$ cat src/rtl/flop_mult_arbiter_if.sv
// Requester, multiplier and response signals around flop_mult_arbiter.
// The arbiter uses the slave modport; clients and the multiplier model use master.
interface flop_mult_arbiter_if;
  logic        req0_valid;
  logic [12:0] req0_a;
  logic [12:0] req0_b;
  logic        req0_ready;
  logic        req1_valid;
  logic [12:0] req1_a;
  logic [12:0] req1_b;
  logic        req1_ready;
  logic [12:0] mul_one;
  logic [12:0] mul_other;
  logic [12:0] mul_result;
  logic        rsp_valid;
  logic        rsp_id;
  logic [12:0] rsp_result;
  logic        rsp_ready;
  logic        busy;
  logic [15:0] op_count;

  modport slave (
    input  req0_valid, req0_a, req0_b, req1_valid, req1_a, req1_b, mul_result, rsp_ready,
    output req0_ready, req1_ready, mul_one, mul_other, rsp_valid, rsp_id, rsp_result,
           busy, op_count
  );

  modport master (
    output req0_valid, req0_a, req0_b, req1_valid, req1_a, req1_b, mul_result, rsp_ready,
    input  req0_ready, req1_ready, mul_one, mul_other, rsp_valid, rsp_id, rsp_result,
           busy, op_count
  );
endinterface

$ cat src/rtl/flop_mult_arbiter.sv
// Shares one combinational 13-bit float multiplier between two requesters:
// registers the granted operands, waits CALC_CYCLES, returns the tagged product.
module flop_mult_arbiter #(
  parameter int unsigned CALC_CYCLES = 1  // legal 1..15
) (
  input logic                clk,
  input logic                rst_n,
  flop_mult_arbiter_if.slave bus
);

  localparam logic [3:0] CALC_LOAD = 4'(CALC_CYCLES);

  typedef enum logic [1:0] {
    ST_IDLE = 2'd0,
    ST_CALC = 2'd1,
    ST_RESP = 2'd2
  } state_t;

  state_t      r_state,      w_state_nxt;
  logic [3:0]  r_cnt,        w_cnt_nxt;
  logic [12:0] r_mul_one,    w_mul_one_nxt;
  logic [12:0] r_mul_other,  w_mul_other_nxt;
  logic [12:0] r_rsp_result, w_rsp_result_nxt;
  logic        r_rsp_valid,  w_rsp_valid_nxt;
  logic        r_rsp_id,     w_rsp_id_nxt;
  logic        r_last_grant, w_last_grant_nxt;
  logic [15:0] r_op_count,   w_op_count_nxt;

  logic w_idle;
  logic w_grant;
  logic w_accept;

  assign w_idle = (r_state == ST_IDLE);

  // A lone requester always wins; on a tie the one that did not win last time goes.
  assign w_grant = (bus.req0_valid && bus.req1_valid) ? ~r_last_grant : bus.req1_valid;

  assign bus.req0_ready = w_idle && !w_grant;
  assign bus.req1_ready = w_idle && w_grant;

  assign w_accept = w_grant ? (bus.req1_valid && bus.req1_ready)
                            : (bus.req0_valid && bus.req0_ready);

  // NOTE: every signal written here gets its hold value first, so no path leaves
  // one unassigned and no latch is inferred.
  always_comb begin
    w_state_nxt      = r_state;
    w_cnt_nxt        = r_cnt;
    w_mul_one_nxt    = r_mul_one;
    w_mul_other_nxt  = r_mul_other;
    w_rsp_result_nxt = r_rsp_result;
    w_rsp_valid_nxt  = r_rsp_valid;
    w_rsp_id_nxt     = r_rsp_id;
    w_last_grant_nxt = r_last_grant;
    w_op_count_nxt   = r_op_count;

    unique case (r_state)
      ST_IDLE: begin
        if (w_accept) begin
          w_mul_one_nxt    = w_grant ? bus.req1_a : bus.req0_a;
          w_mul_other_nxt  = w_grant ? bus.req1_b : bus.req0_b;
          w_rsp_id_nxt     = w_grant;
          w_last_grant_nxt = w_grant;
          w_cnt_nxt        = CALC_LOAD;
          w_state_nxt      = ST_CALC;
        end
      end
      ST_CALC: begin
        // Operands have been stable for CALC_CYCLES edges once cnt reaches 1.
        if (r_cnt == 4'd1) begin
          w_rsp_result_nxt = bus.mul_result;
          w_rsp_valid_nxt  = 1'b1;
          w_state_nxt      = ST_RESP;
        end else begin
          w_cnt_nxt = r_cnt - 4'd1;
        end
      end
      ST_RESP: begin
        if (r_rsp_valid && bus.rsp_ready) begin
          w_rsp_valid_nxt = 1'b0;
          w_op_count_nxt  = r_op_count + 16'd1;
          w_state_nxt     = ST_IDLE;
        end
      end
      default: w_state_nxt = ST_IDLE;
    endcase
  end

  // NOTE: state registers use non-blocking assignments so every flop samples
  // the pre-edge values regardless of statement order.
  always_ff @(posedge clk or negedge rst_n) begin
    if (!rst_n) begin
      r_state      <= ST_IDLE;
      r_cnt        <= 4'd0;
      r_mul_one    <= 13'd0;
      r_mul_other  <= 13'd0;
      r_rsp_result <= 13'd0;
      r_rsp_valid  <= 1'b0;
      r_rsp_id     <= 1'b0;
      r_last_grant <= 1'b1;
      r_op_count   <= 16'd0;
    end else begin
      r_state      <= w_state_nxt;
      r_cnt        <= w_cnt_nxt;
      r_mul_one    <= w_mul_one_nxt;
      r_mul_other  <= w_mul_other_nxt;
      r_rsp_result <= w_rsp_result_nxt;
      r_rsp_valid  <= w_rsp_valid_nxt;
      r_rsp_id     <= w_rsp_id_nxt;
      r_last_grant <= w_last_grant_nxt;
      r_op_count   <= w_op_count_nxt;
    end
  end

  assign bus.mul_one    = r_mul_one;
  assign bus.mul_other  = r_mul_other;
  assign bus.rsp_valid  = r_rsp_valid;
  assign bus.rsp_id     = r_rsp_id;
  assign bus.rsp_result = r_rsp_result;
  assign bus.busy       = !w_idle;
  assign bus.op_count   = r_op_count;

endmodule

$ cat src/flat_wrapper.sv
// flat-port wrapper written by rule: the top's interface ports become plain ports
module flop_mult_arbiter_flat 
#(
  parameter int unsigned CALC_CYCLES = 1                
)
  (clk, rst_n, bus_req0_valid, bus_req0_a, bus_req0_b, bus_req1_valid, bus_req1_a, bus_req1_b, bus_mul_result, bus_rsp_ready, bus_req0_ready, bus_req1_ready, bus_mul_one, bus_mul_other, bus_rsp_valid, bus_rsp_id, bus_rsp_result, bus_busy, bus_op_count);
  flop_mult_arbiter_if bus_i ();
  input logic clk;
  input logic rst_n;
  input wire logic [$bits(bus_i.req0_valid)-1:0] bus_req0_valid;
  input wire logic [$bits(bus_i.req0_a)-1:0] bus_req0_a;
  input wire logic [$bits(bus_i.req0_b)-1:0] bus_req0_b;
  input wire logic [$bits(bus_i.req1_valid)-1:0] bus_req1_valid;
  input wire logic [$bits(bus_i.req1_a)-1:0] bus_req1_a;
  input wire logic [$bits(bus_i.req1_b)-1:0] bus_req1_b;
  input wire logic [$bits(bus_i.mul_result)-1:0] bus_mul_result;
  input wire logic [$bits(bus_i.rsp_ready)-1:0] bus_rsp_ready;
  output wire logic [$bits(bus_i.req0_ready)-1:0] bus_req0_ready;
  output wire logic [$bits(bus_i.req1_ready)-1:0] bus_req1_ready;
  output wire logic [$bits(bus_i.mul_one)-1:0] bus_mul_one;
  output wire logic [$bits(bus_i.mul_other)-1:0] bus_mul_other;
  output wire logic [$bits(bus_i.rsp_valid)-1:0] bus_rsp_valid;
  output wire logic [$bits(bus_i.rsp_id)-1:0] bus_rsp_id;
  output wire logic [$bits(bus_i.rsp_result)-1:0] bus_rsp_result;
  output wire logic [$bits(bus_i.busy)-1:0] bus_busy;
  output wire logic [$bits(bus_i.op_count)-1:0] bus_op_count;
  assign bus_i.req0_valid = bus_req0_valid;
  assign bus_i.req0_a = bus_req0_a;
  assign bus_i.req0_b = bus_req0_b;
  assign bus_i.req1_valid = bus_req1_valid;
  assign bus_i.req1_a = bus_req1_a;
  assign bus_i.req1_b = bus_req1_b;
  assign bus_i.mul_result = bus_mul_result;
  assign bus_i.rsp_ready = bus_rsp_ready;
  assign bus_req0_ready = bus_i.req0_ready;
  assign bus_req1_ready = bus_i.req1_ready;
  assign bus_mul_one = bus_i.mul_one;
  assign bus_mul_other = bus_i.mul_other;
  assign bus_rsp_valid = bus_i.rsp_valid;
  assign bus_rsp_id = bus_i.rsp_id;
  assign bus_rsp_result = bus_i.rsp_result;
  assign bus_busy = bus_i.busy;
  assign bus_op_count = bus_i.op_count;
  flop_mult_arbiter #(.CALC_CYCLES(CALC_CYCLES)) u_core (.clk(clk), .rst_n(rst_n), .bus(bus_i));
endmodule
$ cat config.mk
export PLATFORM = sky130hd
export DESIGN_NAME = flop_mult_arbiter_flat
export DESIGN_NICKNAME = d
export VERILOG_FILES = /design/src/rtl/flop_mult_arbiter_if.sv /design/src/rtl/flop_mult_arbiter.sv /design/src/flat_wrapper.sv
export SDC_FILE = /design/constraint.sdc
export NUM_CORES = 1
export LEC_CHECK = 0
export CORE_ASPECT_RATIO = 2
export CORE_MARGIN = 2
export CORE_UTILIZATION = 38
export DETAILED_ROUTE_END_ITERATION = 8
export PLACE_DENSITY = 0.77
export SKIP_CTS_REPAIR_TIMING = 1
export SYNTH_ARGS = -nofsm -noshare
export SYNTH_HDL_FRONTEND = slang
export SYNTH_SLANG_ARGS = --single-unit
$ cat constraint.sdc
create_clock -name clk -period 2.7 [get_ports clk]
set_input_delay 0.27 -clock clk [delete_from_list [all_inputs] [get_ports clk]]
set_output_delay 0.27 -clock clk [all_outputs]
set_load 0.05 [all_outputs]
### Zoomed window

Region (37, 84) to (62, 109) um. Cells in grey, sequential cells in the stronger grey; small squares are vias.
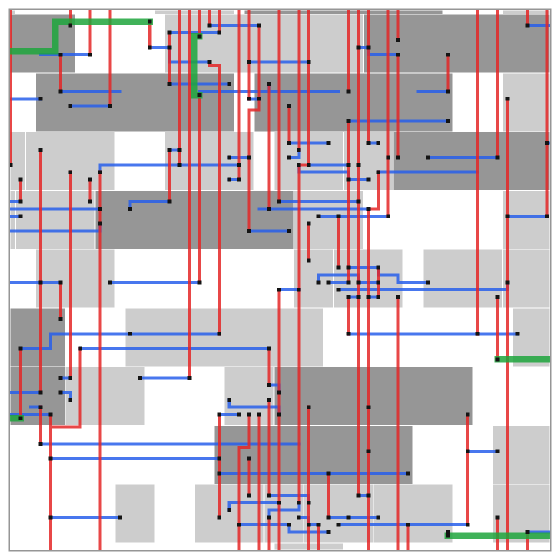
- metal 3: green
- metal 1: blue
- metal 2: red
- most frequent: clkdlybuf4s50_1 (10), dfrtp_1 (7), xnor2_1 (3)
- cells with their middle in the window: 31
- sequential cells in the window: 7
- netlist names of flops here include: `u_core.bus.rsp_result` (4), `u_core.bus.op_count` (3)

### Routing congestion map

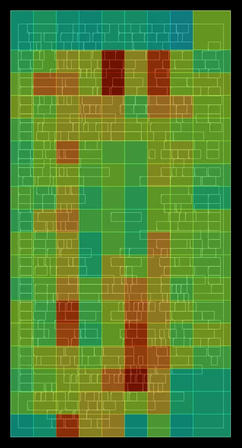
layer with the highest usage after global routing: met2
routed wirelength normalized by instance count: 14.4 um
met1 track demand over resource in global routing: 18.2%
met3 Usage GRT: 5.38%
M2 GR Usage: 33.2%

### The metal 1 layer

Drawn at 3 px/um.
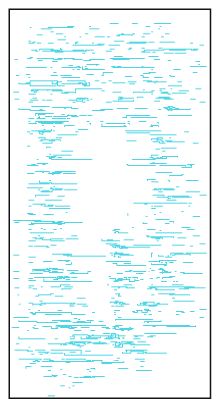
- longest straight run: 17.9 um
- share of all routed wire: 33%
- wire length on this layer: 2380 um
wire length reported by the detailed router: 7120 um
vias after detailed routing: 2460

==> results.txt <==
Here are the numbers from the latest Yosys + OpenROAD run.

The count of placed standard cells including taps came out at about 480. The share of cell area taken by muxes after synthesis is between 10% and 20%. In this run the critical register-to-register path is captured at u_core.bus.rsp_result[7]$_DFFE_PN0P_. The library cell contributing the largest single delay on the critical path is sky130_fd_sc_hd__clkdlybuf4s50_1. In the placement report, post-DP HPWL is listed as ~5500 um.

After routing, the total negative slack on setup checks comes to 0 ns. The count of inserted tapcells came out at 94. Multi-input logic gates represent a cell area share of around 28%. The signal arrival time at the worst endpoint is around 2.2 ns. After Yosys synthesis, and, or, nand and nor cells account for 13.1% of the synthesized area. The final-report setup violation count came out at 0. Ranked by total area, the top cell class in this layout is sequential cells. The clock tree from TritonCTS is built. The number of standard cells in the final layout excluding fillers came out at around 500. The data required time reported for the critical path is between 2 and 2.5 ns. Per the layout report, the design carries between 600 and 700 filler cells.

The power report lists cell-internal power as approximately 3.3 mW. The destination of the critical timing path is bus_req0_ready. The worst slack at placement is about 0.48 ns.

Entering global routing, the biggest net connects between 50 and 60 pins. The flow reports an fmax of 398 MHz. The final total power came out at around 6.1 mW. The layout has 10 clock buffers.

The overall die width came out at 66.6 um. The power of the combinational group is around 3.2 mW. The cell area after technology mapping is around 3000 um2.

The tightest hold margin is ~0.10 ns. The number of top-level pins came out at approximately 130. The number of buffers inserted by port buffering is roughly 130. The post-synth tally of flip-flops with integrated enable is 0. The count of sequential standard cells is 64. The number of nets produced by synthesis came out at 341. The leakage power in the latest report is 2.03 nW. The flow reported a cell area power density of around 1300 nW/um2. The total cells reported by yosys after synthesis came out at between 200 and 300. The setup slack of the critical path after layout came out at around 0.19 ns.

Setup repair after global routing left no endpoint under its margin. The register with the most flip-flops in the layout has 16 of them. Of the total synthesized cell area, the portion taken by full adders, half adders and majority gates is 2.94%. Once synthesis finished, the tally of register bits stood at roughly 64. The worst register-to-register path has a depth of 5.

The level count of the clock H-tree came out at 3. The number of max-capacitance violations reported came out at 0. The first-pass iteration count of the detailed router came out at 4. The share of layout cells above drive strength 1 came out at between 10% and 20%. The chip occupies between 8000 and 9000 um2. The number of antenna violations at the first check in global routing is 0.

The clock net sink count is around 64. The number of routed nets with antenna violations is 0. The clock power share came out at between 20% and 30%. The number of buffers and inverters on the critical path came out at 3. The fraction of power spent switching nets came out at a little under half.

Per the final report, the share of cell area in non-clock buffers is ~28%. For reference, the top logic cell family by area is multiplexers. Measured against its own limit, the worst slew margin works out to approximately a third. For this run, the register share of the synthesized area comes to 53.8%.

Per the post-CTS timing run, clock transition at the registers of the reported paths is ~0.060 ns. Power attributed to sequential cells is 1.61 mW. The remaining global-route overflow is 0. STA classifies the critical path endpoint as an output port. The core utilization at floorplan came out at between 30% and 40%. Per the layout area report, the sequential fraction of cell area is between 30 and 40%. The post-layout minimum cycle time came out at around 2.5 ns. The count of inverters other than clock inverters in the layout is 8. Per STA, the highest per-stage delay on the worst path measures 0.80 ns.

The proportion of power drawn by flip-flops and latches came out at 26.5%. Pins over their slew limit in the final report were tallied at 0. Counting stages on the worst path, the most repeated cell is sky130_fd_sc_hd__inv_1. The area of the multi-input gates is around 1300 um2. The cell family contributing the most delay on the critical path is buffers and inverters. The run finished with clean final reports. Wire segments on met3 add up to between 400 and 500 um in the final route. The final estimated routing congestion in global placement came out at 0.748. The area of all sequential standard cells is approximately 1600 um2. The number of multi-input combinational cells in the layout came out at approximately 180. The number of warnings printed during yosys synthesis came out at 0. Per report_power, the combinational group accounts for between 50% and 60% of the total.
Power is estimated from default activity; no workload was simulated.
